===== src/rtl/cpa_seg_adder.sv =====
// Carry-propagate adder for the FMA compressor output: resolves a redundant (sum, carry) pair to binary,
// rippling one SEG_W-bit slice per cycle under a valid/ready handshake with one operation in flight.
module cpa_seg_adder #(
  parameter int W     = 106,
  parameter int SEG_W = 27
) (
  input  logic         clk,
  input  logic         rst,
  input  logic         in_valid,
  output logic         in_ready,
  input  logic [W-1:0] sum_in,
  input  logic [W-1:0] carry_in,
  output logic         out_valid,
  input  logic         out_ready,
  output logic [W+1:0] res,
  output logic         busy
);

  localparam int NSEG  = (W + 2 + SEG_W - 1) / SEG_W;
  localparam int EXT_W = NSEG * SEG_W;
  localparam int CNT_W = (NSEG > 1) ? $clog2(NSEG) : 1;
  localparam logic [CNT_W-1:0] LAST_SEG = CNT_W'(NSEG - 1);

  typedef enum logic [1:0] {
    IDLE,
    ADD,
    DONE
  } state_t;

  state_t             state_q, state_d;
  logic [EXT_W-1:0]   a_q, b_q, res_q;
  logic [CNT_W-1:0]   seg_cnt;
  logic               cy;
  logic [SEG_W-1:0]   a_seg, b_seg;
  logic [SEG_W:0]     seg_sum;

  // One slice of the ripple: the carry out of this slice feeds the next cycle.
  always_comb begin
    a_seg   = a_q[int'(seg_cnt) * SEG_W +: SEG_W];
    b_seg   = b_q[int'(seg_cnt) * SEG_W +: SEG_W];
    seg_sum = {1'b0, a_seg} + {1'b0, b_seg} + {{SEG_W{1'b0}}, cy};
  end

  // NOTE: every variable gets a default before the case so no path leaves it unassigned (no latch).
  always_comb begin
    state_d = state_q;
    case (state_q)
      IDLE:    if (in_valid) state_d = ADD;
      ADD:     if (seg_cnt == LAST_SEG) state_d = DONE;
      DONE:    if (out_ready) state_d = IDLE;
      default: state_d = IDLE;
    endcase
  end

  // NOTE: state and datapath registers use non-blocking assignments so all of them update from pre-edge values.
  always_ff @(posedge clk or posedge rst) begin
    if (rst) begin
      state_q <= IDLE;
      a_q     <= '0;
      b_q     <= '0;
      res_q   <= '0;
      seg_cnt <= '0;
      cy      <= 1'b0;
    end else begin
      state_q <= state_d;
      case (state_q)
        IDLE: begin
          if (in_valid) begin
            a_q     <= EXT_W'(sum_in);
            b_q     <= EXT_W'({carry_in, 1'b0});
            seg_cnt <= '0;
            cy      <= 1'b0;
          end
        end
        ADD: begin
          res_q[int'(seg_cnt) * SEG_W +: SEG_W] <= seg_sum[SEG_W-1:0];
          cy <= seg_sum[SEG_W];
          // Counter stops at the last slice; the state change is what ends the add.
          if (seg_cnt != LAST_SEG) seg_cnt <= seg_cnt + 1'b1;
        end
        default: ;
      endcase
    end
  end

  assign in_ready  = (state_q == IDLE);
  assign out_valid = (state_q == DONE);
  assign busy      = (state_q != IDLE);
  assign res       = res_q[W+1:0];

endmodule

===== config.mk =====
export PLATFORM = sky130hd
export DESIGN_NAME = cpa_seg_adder
export DESIGN_NICKNAME = d
export VERILOG_FILES = /design/src/rtl/cpa_seg_adder.sv
export SDC_FILE = /design/constraint.sdc
export NUM_CORES = 1
export LEC_CHECK = 0
export CORE_AREA = 3 3 198 200
export CTS_CLUSTER_DIAMETER = 150
export CTS_CLUSTER_SIZE = 20
export DETAILED_ROUTE_END_ITERATION = 12
export DIE_AREA = 0 0 201 203
export GPL_TIMING_DRIVEN = 0
export SETUP_SLACK_MARGIN = 0.15
export SLEW_MARGIN = 20
export SYNTH_ARGS = -nofsm -noshare
export SYNTH_HDL_FRONTEND = slang
export SYNTH_SLANG_ARGS = --single-unit

===== constraint.sdc =====
create_clock -name clk -period 23.6 [get_ports clk]
set_input_delay 3.54 -clock clk [delete_from_list [all_inputs] [get_ports clk]]
set_output_delay 3.54 -clock clk [all_outputs]
set_load 0.05 [all_outputs]

Figure 1. The metal 3 layer (run 1).
Scale bar: 50 um. Cells faint in the background.
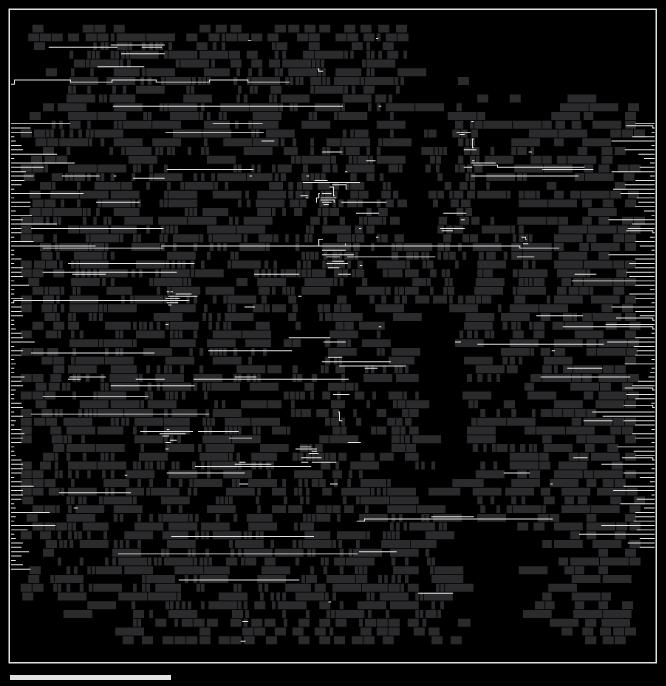
wire length on this layer: 3020 um
longest straight run: 112 um
main direction: horizontal

Figure 2. Metal 4 (run 1).
Scale bar: 50 um.
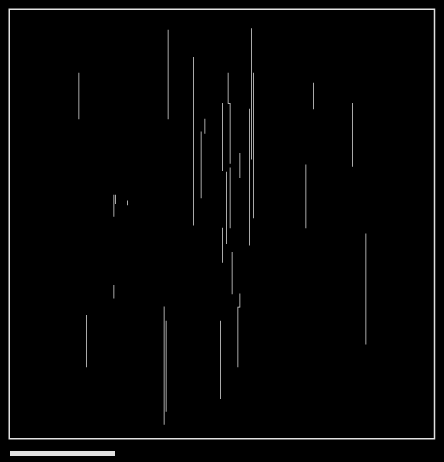
nets with wire on the layer: 21
longest straight run: 79.6 um
main direction: vertical
wire length on this layer: 905 um

Figure 3. Signal wires on met2 (run 1).
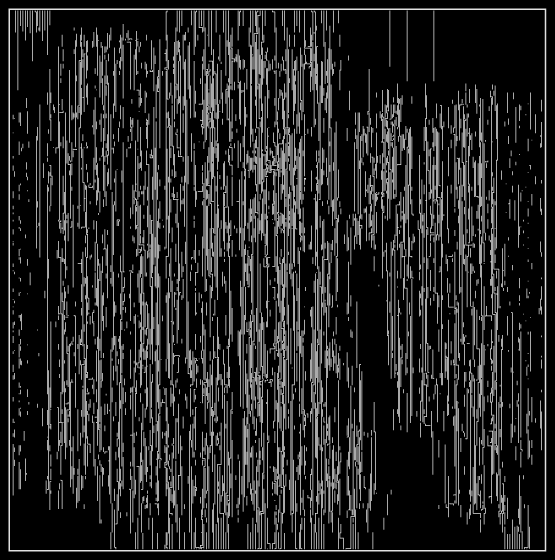
wire length on this layer: 23.3 mm
nets with wire on the layer: 1737
longest straight run: 97.2 um
aggregate routed wire length: 50000 um
routing usage on met2: 39.4%
DR vias: 12516

==> results.toml, run 1 <==
# flow metrics
[timing]
fmax_mhz = 175
holdWs_ns = 0.470
setup_violations = 0
worst_slew_pin_slew_ns = 0.931
period_used_pct = 24.2
fin_ws_ns = 17.88
drv_slew = 0
finalHoldViolCount = 0
period_needed_ns = 5.72
rsz0062_at_grt = "no"
tns_ns = 0

[synthesis]
ys_area_sq_um = 15000
async_reset_ff_share_pct = 100
synth-adder-area-share_pct = 2.94
xor_share_pct = 1.29
flop_cell = "dfrtp_1"
yosys.area.top_type = "dfrtp_1"
simple_gate_share_pct = 20.7
ys_warn_count = 0
ys_seq_share_pct = 54.3
ys_seq_elements = 325
aoi_share_pct = 10.2
ys_cells = 1540
top_cells_by_count = "nand2_1 (705), dfrtp_1 (325), clkbuf_1 (76)"
synth_area_sq_um = 15000
top_area_share_pct = 54.3

[flow_run]
warnings = 31
drv_cap = 0

[final_layout]
diodes = 0
final-clk-cell-share_pct = 2.78
sh_seq_area_pct = 41.7
lay_top_count = "nand2_1"
final_core_util_pct = 51.9
inv_count = 10
logic_area_sq_um = 6440
final_layout_size_suffix_gt1_share_pct = 4.97
signal_buffers = 426
lay_top_cells = "nand2_1 (705), clkdlybuf4s50_1 (326), dfrtp_1 (325)"
nFillCells = 3506

[placed_design]
dp_hpwl_um = 38700
io_buffers = 326

[critical_path]
timing.rr.start = "seg_cnt[1]"
cp_top_family = "buffers and inverters"
crit_required_ns = 20.06
crit_end = "in_ready"

[clock_network]
path_clk_slew_ns = 0.09
cts_buffers = 20

[grt]
first_global_vias = 12839
antenna_found_initial = 1
grt_start_max_net_pins = 98

[power]
power_density_nw_per_um2 = 170
clkPwrFrac_pct = 10.6
sw_frac_of_total_pct = 50.4
leakage_uw = 0.00913

[hold_path]
worstHoldPathCells = 2

[status]
status = "finished, final reports clean"

[floorplanning]
dieHeight_um = 203
n_tap_cell = 511
dieWidth_um = 201

[routing]
dr.pass1.iters = 5
drtAntennaViolNets = 0
==> run 2, diff against run 1 <==
clock period = 5.8 ns   (was 23.6 ns; I/O delays follow)
Figure 4. The metal 3 layer (run 2).
Scale bar: 50 um. Cells faint in the background.
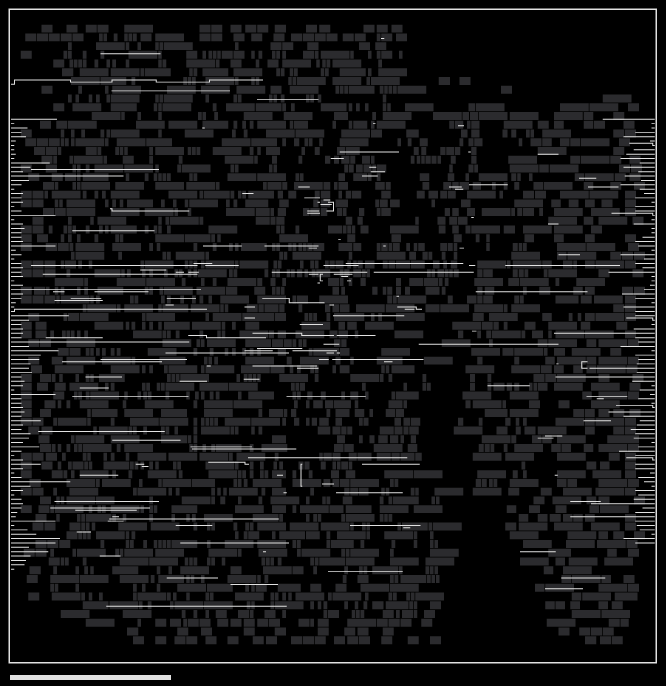
longest straight run: 59.8 um
share of all routed wire: 6.3%
wire length on this layer: 3230 um
main direction: horizontal
aggregate routed wire length: 50900 um
DR vias: 12620

Figure 5. Routing congestion map (run 2).
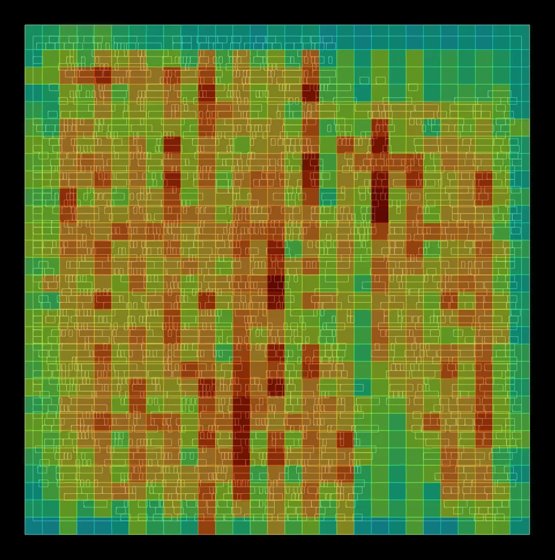
post-DR wirelength/cell: 21.1 um
M1 GR Usage: 34.9%

==> run 2 against run 1 <==
Effect of this change: worst hold slack improved by 0.0012 ns; core utilization rose by 0.40 points; first-iteration DRC count rose by 2.6%; global-route usage rose by 0.44 points; critical path type is now register to register; critical endpoint is now res[74]; non-clock buffer count rose by 8; synthesized cell count did not move; critical path depth rose by 12; largest cell class unchanged; largest power group unchanged; worst setup slack got worse by 17 ns; sequential power rose to 4.1 times the previous value.
==> results.toml, run 2 <==
# flow metrics
[final_layout]
buf_share_pct = 19.7
comb_share_pct = 32.7
inv_count = 10
final_core_util_pct = 52.3
diodes = 0
final-clk-cell-share_pct = 2.75
ff_count = 325
logic_area_sq_um = 6440
multi_input_comb_cells = 1108
signal_buffers = 434
fin_nets = 2149
nFillCells = 3442
finish.instance_area_sq_um = 19700
largest_cell_class = "flip-flops and latches"
syn_to_final_growth_pct = 31.3
seqCellArea_sq_um = 8130
sh_seq_area_pct = 41.3
final_layout_size_suffix_gt1_share_pct = 5.37
clkbuf_count = 21
lay_top_count = "nand2_1"
lay_top_cells = "nand2_1 (705), clkdlybuf4s50_1 (326), dfrtp_1 (325)"

[clock_network]
cts_buffers = 20
cts_setup_buffers = 0
htree_levels = 1
path_clk_slew_ns = 0.09
clock_path_buffers = 3
cts.sinks = 325
clock-root-buffer = "clkbuf_16"
ctsResizeCount = 0
cts_tree = "done"
hold_buffers = 0

[placed_design]
place_congestion = 0.882
io_buffers = 326
pre_cts_slack_ns = 0.548
dp_cells = 2388
dp_hpwl_um = 39900

[synthesis]
flop_cell = "dfrtp_1"
async_reset_ff_share_pct = 100
yosys.area.top_type = "dfrtp_1"
synth_area_sq_um = 15000
ys_seq_share_pct = 54.3
top_cells_by_count = "nand2_1 (705), dfrtp_1 (325), clkbuf_1 (76)"
ys_cells = 1540
aoi_share_pct = 10.2
ys_area_sq_um = 15000
top_logic_kind = "simple AND/OR/NAND/NOR gates"
ys_warn_count = 0
topCellsByArea = "dfrtp_1 (54%), nand2_1 (18%), mux4_2 (7.5%)"
synth-adder-area-share_pct = 2.94
synth_top_cell_by_count = "nand2_1"
ys_seq_elements = 325
simple_gate_share_pct = 20.7
yosysUniqueCellTypes = 55
xor_share_pct = 1.29
syn_inst = 1540
top_area_share_pct = 54.3
synth_nets = 1790

[routing]
top_layer = "met5"
vias_per_cell = 5.24
dr.pass1.iters = 5
drt_iter0_drc = 922
remaining_drc_errors = 0
drtAntennaViolNets = 0
dr_wl_met3_um = 3230
met1Wirelength_um = 23000

[timing]
worst_slew_pin_slew_ns = 0.940
period_used_pct = 91.1
tns_ns = 0
finClkSkew_ns = 0.0197
fin_ws_ns = 0.514
fmax_mhz = 189
rsz0062_at_grt = "no"
holdWs_ns = 0.472
max-slew-margin-rel_pct = 37.3
finalHoldViolCount = 0
setup_violations = 0
drv_slew = 0
period_needed_ns = 5.29

[floorplanning]
chipArea_sq_um = 40800
n_tap_cell = 511
dieWidth_um = 201
initCoreUtil_pct = 39.9
boundaryPins = 327
row_count = 71
dieHeight_um = 203
core_sq_um = 37600

[power]
power_density_nw_per_um2 = 691
leakage_uw = 0.00920
power_clock_uw = 1440
pg_comb_uw = 8270
sw_frac_of_total_pct = 50.5
p_int_uw = 6730
clkPwrFrac_pct = 10.6
p_sw_uw = 6860
seq_power_share_pct = 28.6
peakVddDrop_uv = 292
fin_total_pwr_uw = 13600
p_comb_share_pct = 60.8
power_top_consumer = "combinational logic"

[critical_path]
crit_type = "register to register"
path_max_fanout = 10
path_buffers = 3
cp-startpoint = "seg_cnt[1]"
worst-path-stages = 14
crit_required_ns = 6.19
rr_worst_depth = 14
timing.rr.start = "seg_cnt[1]"
slowest_stage = "buf_1"
r2r_slack_ns = 0.51
critical_path.max_stage_delay_ns = 0.69
cp_top_family = "AND-OR/OR-AND gates"
rr_endpoint = "res[74]"
crit_end = "res[74]"
endpoint_kind = "register"

[grt]
grt.busiest_layer = "met2"
grtUsageMet3_pct = 4.01
grt_pass1_wl_um = 77100
grt_usage_pct = 24.5
antenna_found_initial = 3
grtUsageMet2_pct = 40.3
grt_start_max_net_pins = 35
grt_overflow = 0
first_global_vias = 12783

[status]
status = "finished, final reports clean"

[hold_path]
min_to = "b_q[44]"
hold_class = "register to register"
worstHoldPathCells = 2
hp-start = "b_q[44]"

[flow_run]
warnings = 31
drv_cap = 0
Figure 6. Metal 1 (run 2).
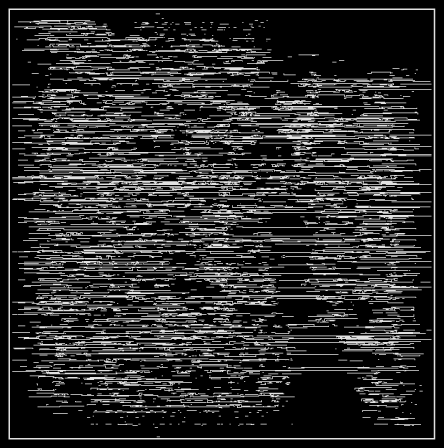
main direction: horizontal
wire length on this layer: 23.0 mm
longest straight run: 64.4 um
share of all routed wire: 45%

Power is estimated from default activity; no workload was simulated.
